clk_routes.png
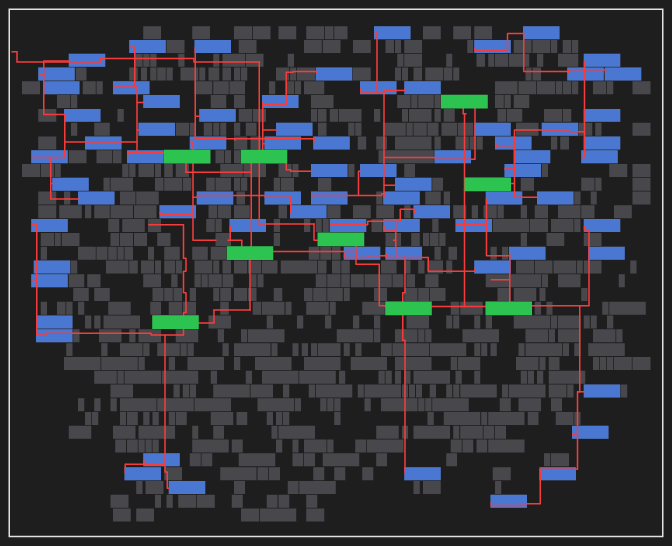
io_placement.png
Pins as bars across the die edge, other pins in grey.
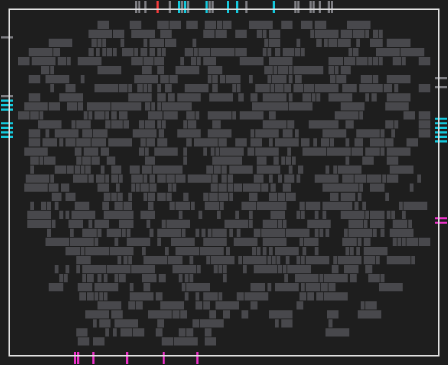
[config.mk]
export PLATFORM = sky130hd
export DESIGN_NAME = dot_product_engine_flat
export DESIGN_NICKNAME = d
export VERILOG_FILES = /design/src/rtl/dot_product_engine_if.sv /design/src/rtl/dot_product_engine.sv /design/src/flat_wrapper.sv
export SDC_FILE = /design/constraint.sdc
export NUM_CORES = 1
export LEC_CHECK = 0
export CAP_MARGIN = 20
export CORE_ASPECT_RATIO = 0.8
export CORE_MARGIN = 2
export CORE_UTILIZATION = 45
export CTS_CLUSTER_SIZE = 24
export DETAILED_ROUTE_END_ITERATION = 12
export GPL_ROUTABILITY_DRIVEN = 1
export SLEW_MARGIN = 20
export SYNTH_ARGS = -nofsm -noshare
export SYNTH_HDL_FRONTEND = slang
export SYNTH_SLANG_ARGS = --single-unit
[constraint.sdc]
create_clock -name clk -period 7.25 [get_ports clk]
set_input_delay 1.8125 -clock clk [delete_from_list [all_inputs] [get_ports clk]]
set_output_delay 1.8125 -clock clk [all_outputs]
set_load 0.01 [all_outputs]
[src/rtl/dot_product_engine_if.sv]
// dot_product_engine_if: start/result handshake and memory read port of dot_product_engine
interface dot_product_engine_if #(
    parameter int DATA_WIDTH = 8,
    parameter int ADDR_WIDTH = 5,
    parameter int ACC_WIDTH  = 19
);
    logic                  start;
    logic [ADDR_WIDTH-1:0] a_base;
    logic [ADDR_WIDTH-1:0] b_base;
    logic                  busy;
    logic                  done;
    logic [ACC_WIDTH-1:0]  result;
    logic                  mem_rd_en;
    logic [ADDR_WIDTH-1:0] mem_rd_addr;
    logic [DATA_WIDTH-1:0] mem_rd_data;
    modport master (
        output start, a_base, b_base, mem_rd_data,
        input  busy, done, result, mem_rd_en, mem_rd_addr
    );
    modport slave (
        input  start, a_base, b_base, mem_rd_data,
        output busy, done, result, mem_rd_en, mem_rd_addr
    );
endinterface

[src/rtl/dot_product_engine.sv]
// dot_product_engine: streams interleaved A/B vectors from a registered-read memory and MACs their dot product
module dot_product_engine #(
    parameter int DATA_WIDTH = 8,
    parameter int ADDR_WIDTH = 5,
    parameter int VEC_LEN    = 8,
    parameter int CNT_WIDTH  = 5,
    parameter int ACC_WIDTH  = 19
) (
    input logic clk,
    input logic rst,
    dot_product_engine_if.slave bus
);
    typedef enum logic [1:0] {IDLE, ISSUE, DRAIN, DONE} state_e;
    state_e                  state_q, state_d;
    logic [CNT_WIDTH-1:0]    cnt_q, cnt_d;
    logic [ADDR_WIDTH-1:0]   a_base_q, a_base_d, b_base_q, b_base_d, addr_q, addr_d;
    logic                    rd_en_q, rd_en_d, rd_b_q, rd_b_d, vld_q, vld_d, ret_b_q, ret_b_d;
    logic                    done_q, done_d;
    logic [DATA_WIDTH-1:0]   a_lat_q, a_lat_d;
    logic [ACC_WIDTH-1:0]    acc_q, acc_d, result_q, result_d;
    logic [2*DATA_WIDTH-1:0] prod;
    logic [ADDR_WIDTH-1:0]   off;
    assign prod = a_lat_q * bus.mem_rd_data;
    assign off  = ADDR_WIDTH'(cnt_q >> 1);
    always_comb begin
        state_d  = state_q;
        cnt_d    = cnt_q;
        a_base_d = a_base_q;
        b_base_d = b_base_q;
        addr_d   = addr_q;
        rd_en_d  = 1'b0;
        rd_b_d   = 1'b0;
        vld_d    = rd_en_q;
        ret_b_d  = rd_b_q;
        a_lat_d  = a_lat_q;
        acc_d    = acc_q;
        result_d = result_q;
        done_d   = 1'b0;
        // returning data is tagged with the kind of issue it answers, one cycle behind
        if (vld_q) begin
            if (ret_b_q) acc_d = acc_q + ACC_WIDTH'(prod);
            else a_lat_d = bus.mem_rd_data;
        end
        case (state_q)
            IDLE: if (bus.start) begin
                state_d  = ISSUE;
                a_base_d = bus.a_base;
                b_base_d = bus.b_base;
                acc_d    = '0;
                cnt_d    = CNT_WIDTH'(1);
                rd_en_d  = 1'b1;
                addr_d   = bus.a_base;
            end
            ISSUE: if (cnt_q == CNT_WIDTH'(2*VEC_LEN)) begin
                state_d = DRAIN;
            end else begin
                rd_en_d = 1'b1;
                rd_b_d  = cnt_q[0];
                addr_d  = (cnt_q[0] ? b_base_q : a_base_q) + off;
                cnt_d   = cnt_q + 1'b1;
            end
            DRAIN: begin
                state_d  = DONE;
                result_d = acc_d;
                done_d   = 1'b1;
            end
            DONE: state_d = IDLE;
            default: state_d = IDLE;
        endcase
    end
    always_ff @(posedge clk) begin
        if (rst) begin
            state_q  <= IDLE;
            cnt_q    <= '0;
            a_base_q <= '0;
            b_base_q <= '0;
            addr_q   <= '0;
            rd_en_q  <= 1'b0;
            rd_b_q   <= 1'b0;
            vld_q    <= 1'b0;
            ret_b_q  <= 1'b0;
            a_lat_q  <= '0;
            acc_q    <= '0;
            result_q <= '0;
            done_q   <= 1'b0;
        end else begin
            state_q  <= state_d;
            cnt_q    <= cnt_d;
            a_base_q <= a_base_d;
            b_base_q <= b_base_d;
            addr_q   <= addr_d;
            rd_en_q  <= rd_en_d;
            rd_b_q   <= rd_b_d;
            vld_q    <= vld_d;
            ret_b_q  <= ret_b_d;
            a_lat_q  <= a_lat_d;
            acc_q    <= acc_d;
            result_q <= result_d;
            done_q   <= done_d;
        end
    end
    assign bus.busy        = state_q != IDLE;
    assign bus.done        = done_q;
    assign bus.result      = result_q;
    assign bus.mem_rd_en   = rd_en_q;
    assign bus.mem_rd_addr = addr_q;
endmodule

[src/flat_wrapper.sv]
// flat-port wrapper written by rule: the top's interface ports become plain ports
module dot_product_engine_flat 
#(
    parameter int DATA_WIDTH = 8,
    parameter int ADDR_WIDTH = 5,
    parameter int VEC_LEN    = 8,
    parameter int CNT_WIDTH  = 5,
    parameter int ACC_WIDTH  = 19
)
  (clk, rst, bus_start, bus_a_base, bus_b_base, bus_mem_rd_data, bus_busy, bus_done, bus_result, bus_mem_rd_en, bus_mem_rd_addr);
  dot_product_engine_if #(.DATA_WIDTH(DATA_WIDTH), .ADDR_WIDTH(ADDR_WIDTH), .ACC_WIDTH(ACC_WIDTH)) bus_i ();
  input logic clk;
  input logic rst;
  input wire logic [$bits(bus_i.start)-1:0] bus_start;
  input wire logic [$bits(bus_i.a_base)-1:0] bus_a_base;
  input wire logic [$bits(bus_i.b_base)-1:0] bus_b_base;
  input wire logic [$bits(bus_i.mem_rd_data)-1:0] bus_mem_rd_data;
  output wire logic [$bits(bus_i.busy)-1:0] bus_busy;
  output wire logic [$bits(bus_i.done)-1:0] bus_done;
  output wire logic [$bits(bus_i.result)-1:0] bus_result;
  output wire logic [$bits(bus_i.mem_rd_en)-1:0] bus_mem_rd_en;
  output wire logic [$bits(bus_i.mem_rd_addr)-1:0] bus_mem_rd_addr;
  assign bus_i.start = bus_start;
  assign bus_i.a_base = bus_a_base;
  assign bus_i.b_base = bus_b_base;
  assign bus_i.mem_rd_data = bus_mem_rd_data;
  assign bus_busy = bus_i.busy;
  assign bus_done = bus_i.done;
  assign bus_result = bus_i.result;
  assign bus_mem_rd_en = bus_i.mem_rd_en;
  assign bus_mem_rd_addr = bus_i.mem_rd_addr;
  dot_product_engine #(.DATA_WIDTH(DATA_WIDTH), .ADDR_WIDTH(ADDR_WIDTH), .VEC_LEN(VEC_LEN), .CNT_WIDTH(CNT_WIDTH), .ACC_WIDTH(ACC_WIDTH)) u_core (.clk(clk), .rst(rst), .bus(bus_i));
endmodule
==> qor.yml <==
pwr:
  p_seq_share_pct: 33.0
  pg_comb_mw: 0.621
  power_mw: 1.65
  power_frac_comb_pct: 37.7
  p_sw_share_pct: 35.5
  seq-power_mw: 0.543
  powerDensity_nw_per_um2: 254
  peakVddDrop_v: 0.000175
  powerClk_mw: 0.481
  p_switching_mw: 0.585
  intPower_mw: 1.06
  power_leader: "combinational cells"
  power_frac_clock_pct: 29.2
  power_leakage_nw: 2.99
logic_synthesis:
  synth_cell_types: 39
  muxShareOfSynthArea_pct: 4.54
  topCombFamilyByArea: "adder cells"
  xor_share_pct: 2.35
  ys.flops: 73
  yosys_warnings: 0
  avgSynthCellArea_um2: 8.57
  syn_inst: 653
  yosysChipArea_um2: 5600
  synthFlopType: "dfxtp_1"
  common_cells: "106 x inv_1, 75 x nand2_1, 73 x dfxtp_1"
  yosys_cells: 653
  top_area_cell: "dfxtp_1"
  top_area_share_pct: 26.1
  syn_nets: 775
  synthTopCellsByArea: "dfxtp_1 26%, fa_1 18%, ha_1 11%"
  adder_share_pct: 29.4
  ys_seq_share_pct: 26.1
  synth-simple-area-share_pct: 16.5
  most_common_cell: "inv_1"
  yosys.area_share.aoi_pct: 12.0
  async_flop_share_pct: 0
  netlist_area_um2: 5600
place:
  place_ws_ns: 0.330
  dpl.cell_count: 826
  hpwl_um: 9770
  post_dp_cell_area_um2: 6170
  portBuffers: 47
finish:
  utilization_pct: 53.4
  largest_cell_class: "combinational gates"
  diodes: 0
  instances_no_fill: 841
  num-clock-buffers: 9
  comb_area_um2: 3630
  layout-drive-gt1-share_pct: 3.92
  final_layout_top_logic_cells: "106 x inv_1, 75 x nand2_1, 73 x dfxtp_1"
  combAreaFraction_pct: 55.9
  lay_top_count: "inv_1"
  seq_share_pct: 22.5
  nFillCells: 1124
  comb_cells: 444
  clock_area_share_pct: 4.90
  finalNetCount: 807
  inv_count: 106
  final_area_um2: 6490
  seq_cells: 73
  syn_to_final_growth_pct: 16.0
  signal_buffer_area_fraction_pct: 7.63
route:
  vias: 4354
  dr.first_iter.drc_count: 246
  drc: 0
  viasPerCell: 5.18
  dr.pass1.iters: 4
  antenna_left: 0
  wire_per_inst_um: 14.9
sta:
  layout_setup_ws_ns: 0.691
  fmax_mhz: 152
  skew_ns: 0.00693
  drv_slew: 0
  relSlewSlack_pct: 46.0
  rsz0062_at_grt: "no"
  final.min_clock_period_ns: 6.56
  fin_crit_sh_pct: 90.5
  tightest_slew_ns: 0.810
  fin_tns_setup_ns: 0
  finalHoldViolations: 0
worst_setup_path:
  crit_chain: "clkdlybuf4s50_1, nand2_1, fa_1, fa_1, inv_1, fa_1, inv_1, fa_1, inv_1, ha_1, a21o_1, a221oi_2, o21ai_0, a221o_1, xnor2_1, a311oi_1"
  cp-start-kind: "input pin"
  crit_path_end_kind: "flop"
  crit_family: "adder cells"
  worst-r2r-cell-count: 15
  path_class: "input pin to flop"
  critPathArrivalTime_ns: 6.80
  cpPeakStageDelay_ns: 0.67
  critPathSlowestCell: "clkdlybuf4s50_1"
  cp.depth: 16
  path_buffers: 4
  cp_data_required_time_ns: 7.49
floorplan:
  tapcell.inserted: 152
  placementRows: 36
  die_x_um: 129
  fp.dieH_um: 104
  fp_util_pct: 46.0
  ios: 48
  dieArea_um2: 13400
  core_um2: 12200
clocking:
  ctsHoldBuffers: 0
  post_cts_buffers: 0
  clockBufferDepth: 2
  path_clk_slew_ns: 0.06
  cts_tree: "built"
  clock_sinks: 73
  htree_levels: 3
  clockRootBuffer: "clkbuf_16"
  ctsResizeCount: 0
  numCtsBuffers: 9
  insertion_delay_ns: 0.33
job:
  warnings: 29
  cap_violations: 0
global_route:
  first_global_vias: 4422
  antenna_found_initial: 0
  grt_pass1_wl_um: 21700
  grt_use_total_pct: 20.3
  grt_max_degree: 55
worst_hold_path:
  min_path_cells: 1
  hold_path.class: "flop to flop"
outcome:
  status: "finished, final reports clean"
Back to the opening pictures, clk_routes.png:
[clock drivers] green | count: 9
[clock wires] red | length: 1090 um
[flip-flops] blue | count: 73
routed clock nets: 10

Back to the opening pictures, io_placement.png:
[bus_mem_rd_data] magenta | pins: 8 | direction: input | edge: 6 bottom, 2 right
[bus_start] red | pins: 1 | direction: input | edge: top
[bus_result] cyan | pins: 19 | direction: output | edge: 7 left, 6 top, 6 right
all pins by edge: 23 top, 10 right, 9 left, 6 bottom

[worst paths after layout]
kind	end	slack (ns)	start
worst max-delay path	u_core.bus.result[15]	0.69	bus_mem_rd_data[4]
worst min-delay path	u_core.ret_b_q	0.44	u_core.rd_b_q
worst max register to register	u_core.bus.result[15]	2.27	u_core.a_lat_q[0]
worst min register to register	u_core.ret_b_q	0.44	u_core.rd_b_q
[routing by layer]
layer  wire length, um  global-route usage, %
met1              6350                   29.3
met2              5640                   31.2
met3               327                   3.77
met4               238                   5.43
met5                 0                      0
[cell families after synthesis]
logic type               count (synthesis)
AND/OR/NAND/NOR                        203
buffers and inverters                  136
adder cells (fa/ha/maj)                101
AND-OR/OR-AND                          100
flip-flops                              73
multiplexers                            25
XOR/XNOR                                15
Power and IR drop assume default switching activity.
